==> src/rtl/vm_pkg.sv <==
// Shared vending-machine definitions used by the deposit path, the
// withdrawal path and the machine-balance register.
//   MONEY_W      : width of every money bus
//   COIN_*       : coin_type encodings on the coin slot
//   VAL_*        : face value of each legal coin
//   vm_state_t   : session state shared by the money paths
package vm_pkg;

  localparam int MONEY_W = 4;

  localparam logic [1:0] COIN_ONE  = 2'b00;
  localparam logic [1:0] COIN_TWO  = 2'b01;
  localparam logic [1:0] COIN_FIVE = 2'b10;
  localparam logic [1:0] COIN_BAD  = 2'b11;

  localparam logic [MONEY_W-1:0] VAL_ONE  = 4'd1;
  localparam logic [MONEY_W-1:0] VAL_TWO  = 4'd2;
  localparam logic [MONEY_W-1:0] VAL_FIVE = 4'd5;

  typedef enum logic [1:0] {
    IDLE    = 2'd0,
    COLLECT = 2'd1,
    COMMIT  = 2'd2,
    REFUND  = 2'd3
  } vm_state_t;

  // COMMIT and REFUND are the single-cycle hand-off states.
  function automatic logic is_busy(input vm_state_t s);
    return (s == COMMIT) || (s == REFUND);
  endfunction

endpackage

==> src/rtl/coin_decoder.sv <==
// Combinational coin decoder.
//   coin_type : 2-bit coin slot code
//   value     : face value of the coin (0 for an illegal code)
//   legal     : 1 when coin_type is a recognised coin
module coin_decoder
  import vm_pkg::*;
(
  input  logic [1:0]         coin_type,
  output logic [MONEY_W-1:0] value,
  output logic               legal
);

  always_comb begin
    value = '0;
    legal = 1'b1;
    case (coin_type)
      COIN_ONE:  value = VAL_ONE;
      COIN_TWO:  value = VAL_TWO;
      COIN_FIVE: value = VAL_FIVE;
      default:   legal = 1'b0;
    endcase
  end

endmodule

==> src/rtl/customer_deposit.sv <==
// Customer deposit path: collects coins into a session credit and either
// commits the credit into the machine balance or refunds it (cancel,
// balance overflow or inactivity timeout).
//   clk, rst              : clock, asynchronous active-high reset
//   coin_valid, coin_type : coin slot
//   commit, cancel        : customer buttons (cancel beats commit beats coin)
//   machine_money         : current machine balance, sampled on commit
//   updated_machine_money : new balance, valid with money_update strobe
//   credit                : current session credit
//   refund_valid/amount   : refund strobe and amount
//   red_light             : one-cycle error pulse
//   busy                  : high during the COMMIT/REFUND hand-off cycle
module customer_deposit
  import vm_pkg::*;
#(
  parameter int MAX_CREDIT = 15,
  parameter int TIMEOUT    = 8
) (
  input  logic       clk,
  input  logic       rst,
  input  logic       coin_valid,
  input  logic [1:0] coin_type,
  input  logic       commit,
  input  logic       cancel,
  input  logic [3:0] machine_money,
  output logic [3:0] updated_machine_money,
  output logic       money_update,
  output logic [3:0] credit,
  output logic       refund_valid,
  output logic [3:0] refund_amount,
  output logic       red_light,
  output logic       busy
);

  localparam int CNT_W = $clog2(TIMEOUT);
  localparam logic [CNT_W-1:0]   CNT_LAST   = CNT_W'(TIMEOUT - 1);
  localparam logic [MONEY_W:0]   CREDIT_CAP = (MONEY_W + 1)'(MAX_CREDIT);

  vm_state_t          state, state_n;
  logic [CNT_W-1:0]   cnt, cnt_n;
  logic [MONEY_W-1:0] credit_n, upd_n, ra_n;
  logic               mu_n, rv_n, red_n;

  logic [MONEY_W-1:0] coin_value;
  logic               coin_legal;
  logic [MONEY_W:0]   coin_sum, bal_sum;
  logic               coin_ok;

  coin_decoder u_dec (
    .coin_type (coin_type),
    .value     (coin_value),
    .legal     (coin_legal)
  );

  assign coin_sum = {1'b0, credit} + {1'b0, coin_value};
  assign bal_sum  = {1'b0, machine_money} + {1'b0, credit};
  assign coin_ok  = coin_valid && coin_legal && (coin_sum <= CREDIT_CAP);

  always_comb begin
    state_n  = state;
    credit_n = credit;
    cnt_n    = cnt;
    upd_n    = '0;
    mu_n     = 1'b0;
    rv_n     = 1'b0;
    ra_n     = '0;
    red_n    = 1'b0;
    case (state)
      IDLE: begin
        if (cancel) begin
          red_n = coin_valid;
        end else if (commit) begin
          red_n = 1'b1;
        end else if (coin_ok) begin
          credit_n = coin_sum[MONEY_W-1:0];
          cnt_n    = '0;
          state_n  = COLLECT;
        end else begin
          red_n = coin_valid;
        end
      end
      COLLECT: begin
        if (cancel) begin
          red_n   = coin_valid;
          rv_n    = 1'b1;
          ra_n    = credit;
          state_n = REFUND;
        end else if (commit) begin
          // Balance overflow turns the commit into a refund plus error.
          if (bal_sum[MONEY_W]) begin
            red_n   = 1'b1;
            rv_n    = 1'b1;
            ra_n    = credit;
            state_n = REFUND;
          end else begin
            red_n   = coin_valid;
            mu_n    = 1'b1;
            upd_n   = bal_sum[MONEY_W-1:0];
            state_n = COMMIT;
          end
        end else if (coin_ok) begin
          credit_n = coin_sum[MONEY_W-1:0];
          cnt_n    = '0;
        end else begin
          red_n = coin_valid;
          if (cnt == CNT_LAST) begin
            rv_n    = 1'b1;
            ra_n    = credit;
            state_n = REFUND;
          end else begin
            cnt_n = cnt + 1'b1;
          end
        end
      end
      COMMIT, REFUND: begin
        red_n    = coin_valid;
        credit_n = '0;
        cnt_n    = '0;
        state_n  = IDLE;
      end
      default: begin
        credit_n = '0;
        cnt_n    = '0;
        state_n  = IDLE;
      end
    endcase
  end

  always_ff @(posedge clk or posedge rst) begin
    if (rst) begin
      state                 <= IDLE;
      cnt                   <= '0;
      credit                <= '0;
      updated_machine_money <= '0;
      money_update          <= 1'b0;
      refund_valid          <= 1'b0;
      refund_amount         <= '0;
      red_light             <= 1'b0;
      busy                  <= 1'b0;
    end else begin
      state                 <= state_n;
      cnt                   <= cnt_n;
      credit                <= credit_n;
      updated_machine_money <= upd_n;
      money_update          <= mu_n;
      refund_valid          <= rv_n;
      refund_amount         <= ra_n;
      red_light             <= red_n;
      busy                  <= is_busy(state_n);
    end
  end

endmodule
==> config.mk <==
export PLATFORM = sky130hd
export DESIGN_NAME = customer_deposit
export DESIGN_NICKNAME = d
export VERILOG_FILES = /design/src/rtl/vm_pkg.sv /design/src/rtl/coin_decoder.sv /design/src/rtl/customer_deposit.sv
export SDC_FILE = /design/constraint.sdc
export NUM_CORES = 1
export LEC_CHECK = 0
export CAP_MARGIN = 15
export CORE_MARGIN = 10
export CORE_UTILIZATION = 26
export CTS_CLUSTER_DIAMETER = 50
export DETAILED_ROUTE_END_ITERATION = 10
export GPL_TIMING_DRIVEN = 1
export PLACE_DENSITY_LB_ADDON = 0.1
export RECOVER_POWER = 25
export SETUP_SLACK_MARGIN = 0.3
export SYNTH_ARGS = -nofsm -noshare
export SYNTH_HDL_FRONTEND = slang
export SYNTH_SLANG_ARGS = --single-unit
==> constraint.sdc <==
create_clock -name clk -period 5.3 [get_ports clk]
set_input_delay 0.795 -clock clk [delete_from_list [all_inputs] [get_ports clk]]
set_output_delay 0.795 -clock clk [all_outputs]
set_load 0.02 [all_outputs]
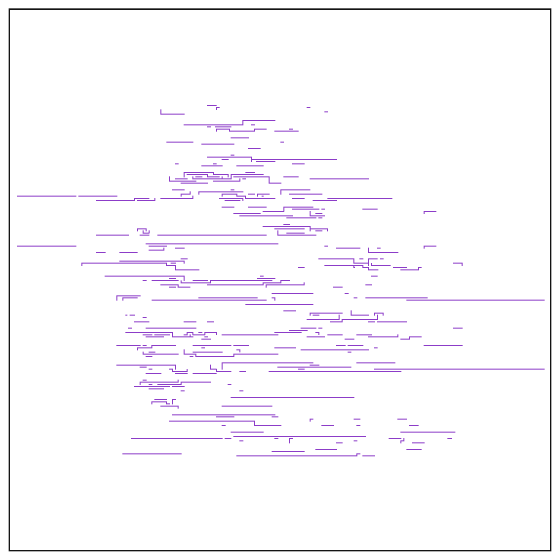
Fig. 1. Met1 routing.
main direction: horizontal
longest straight run: 26.7 um
wire length on this layer: 1,110 um
nets with wire on the layer: 129

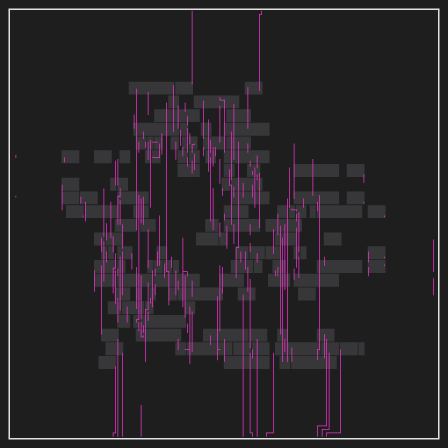
Fig. 2. Met2 routing.
Cells faint in the background.
wire length on this layer: 1,150 um
longest straight run: 33.5 um
main direction: vertical
nets with wire on the layer: 123
share of all routed wire: 47%

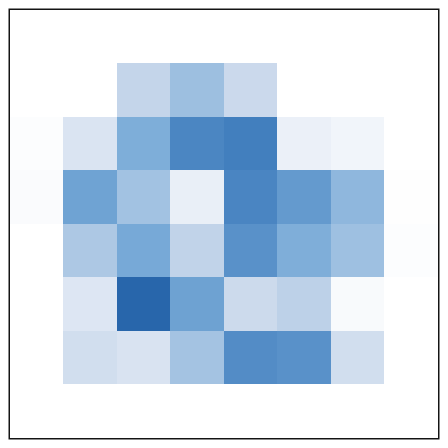
Fig. 3. Placement density heat map.
8 x 8 tiles, from white (low) to dark blue (high), 0 to 100% covered.
nearly empty tiles: 47%
mean over tiles: 20%
tiles over 75% full: 1.6%

==> run notes <==
Implementation results

The flow ran to the end, and the final reports show no timing, DRC or antenna violations. Summing over the stages, the warning tally comes to 26. The endpoint of the worst hold path is cnt[1]. The final report lists the setup-violating endpoint count as 0.

The worst-case reg-to-reg setup slack stands at 3230 ps. The share of the clock period used by the worst path is 0.514. The worst setup path is captured at a register.

CTS added clock buffers totalling 3. The flop and latch count out of synthesis is 20. The violation tally recorded at the end of detailed-routing iteration 0 is 46. The share of the synthesized area in the top cell type is 0.458. Once placement completed, the tool counted placed cells totaling 173. The count of input and output buffers is 26. The first global-routing pass estimated 4190 um of wire. The floorplan report gives the top-level pin count as 27. The routed design shows a wire length per standard cell of 13.8 um. The post-place instance area is 0.00141 mm2. The count of instantiated cells in the yosys netlist is 98.

Looking at the critical path, the highest net fanout was 5. The unique cell type count in the Yosys netlist is 31. The number of synthesized flops with an enable pin is 0. The cell area power density is 389 mW/mm2.

Per the gpl log, the routability congestion estimate is 0.751. The wire length reported by the detailed router is 2450 um. At the later pin of the worst-skew pair, clock insertion delay measures 250 ps.

The area recorded from the Yosys report for this design is 0.00109 mm2. The pin count of the biggest net entering global routing is 21. The clock-pin slew of the registers on the worst-case setup and hold paths is 70 ps. The standard cell core area is 0.00403 mm2. The total congestion overflow after global routing is 0.

The analysis reports a worst IR drop on VDD of 0.149 mV. The fraction of the yosys area taken by sequential cells is 0.458. For reference, the post-synthesis area per instance comes to 11.2 um2. The power report puts the leakage power at 0.669 nW. For the worst min-delay path, the startpoint reported by OpenROAD is cnt[1].

The synthesis report lists the Yosys warning total as 0. The required time at the endpoint of the critical path is 5480 ps. The depth of the worst register-to-register path is 6. The number of rows created at floorplan is 23. The synthesized net count is 120.

The number of hold buffers added after CTS was 0. The highest attainable clock frequency is 0.367 GHz. Summed over all nets, the half-perimeter wirelength after detailed placement is 1980 um. The number of global-route vias before repair was 861.

The final antenna diode tally reported by the flow is 0.
-- per-stage QoR --
step                 util  setup WS, ps
floorplan               -          3000
global placement    0.351          2330
detailed placement  0.351          2300
CTS                 0.364          2570
global route        0.364          2450
finish              0.364          2570
-- flip-flops by register name (all words and copies together), names as in the netlist, named ones only --
register	cells
refund_valid	1
red_light	1
updated_machine_money	4
cnt	3
refund_amount	4
credit	4
money_update	1
-- cell families (layout without fill, tap and decap cells) --
kind of cell	Yosys count	count (layout)	synth area share
compound gates	24	24	0.176
xor+xnor	3	3	0.0240
fa+ha+maj	11	11	0.140
buf+inv	5	34	0.0172
flops	20	20	0.458
simple gates	35	35	0.185
-- placed cells by master (no fill, tap or decap), drive strengths merged, types with 5 or more instances in the layout --
master,Yosys,layout
clkdlybuf4s50,0,25
dfrtp,20,20
ha,9,9
a21oi,8,8
nor2,7,7
nand2,7,7
nand2b,5,5
-- critical path: stages --
cell and delay, ps:
clkdlybuf4s50_1 550, inv_1 80, ha_1 210, fa_1 420
a21oi_2 220, o211ai_2 140, or3_1 360, a21oi_1 140
-- final cells by class --
class	count	area, um2
Inverter	4	15.0
Tap cell	50	62.6
Timing Repair Buffer	26	260
Sequential cell	20	500
Clock buffer	4	55.1
Multi-Input combinational cell	73	574
Fill cell	406	2560
-- how the worst max path moves through the flow --
stage / startpoint / endpoint / slack (ps) / depth (start not counted)
floorplan: coin_type[0] / credit[3] / 3000 / 7
global placement: coin_type[0] / credit[3] / 2330 / 8
detailed placement: coin_type[0] / credit[3] / 2300 / 8
CTS: coin_type[0] / credit[3] / 2570 / 8
global route: coin_type[0] / cnt[1] / 2450 / 8
finish: coin_type[0] / credit[3] / 2570 / 8
-- routing by layer --
layer,up-vias,GRT usage,wire length [um]
met1,382,0.0838,1110
li1,403,-,-
met5,-,0,0
met2,16,0.110,1150
met4,0,0.0449,37
met3,2,0.0210,141
-- where the power goes --
group | internal [mW] | switching, mW
clock network | 0.0660 | 0.0475
logic | 0.113 | 0.116
registers | 0.183 | 0.0451
total | 0.362 | 0.209
No activity file was given, so power comes from the tool's default toggle rates.
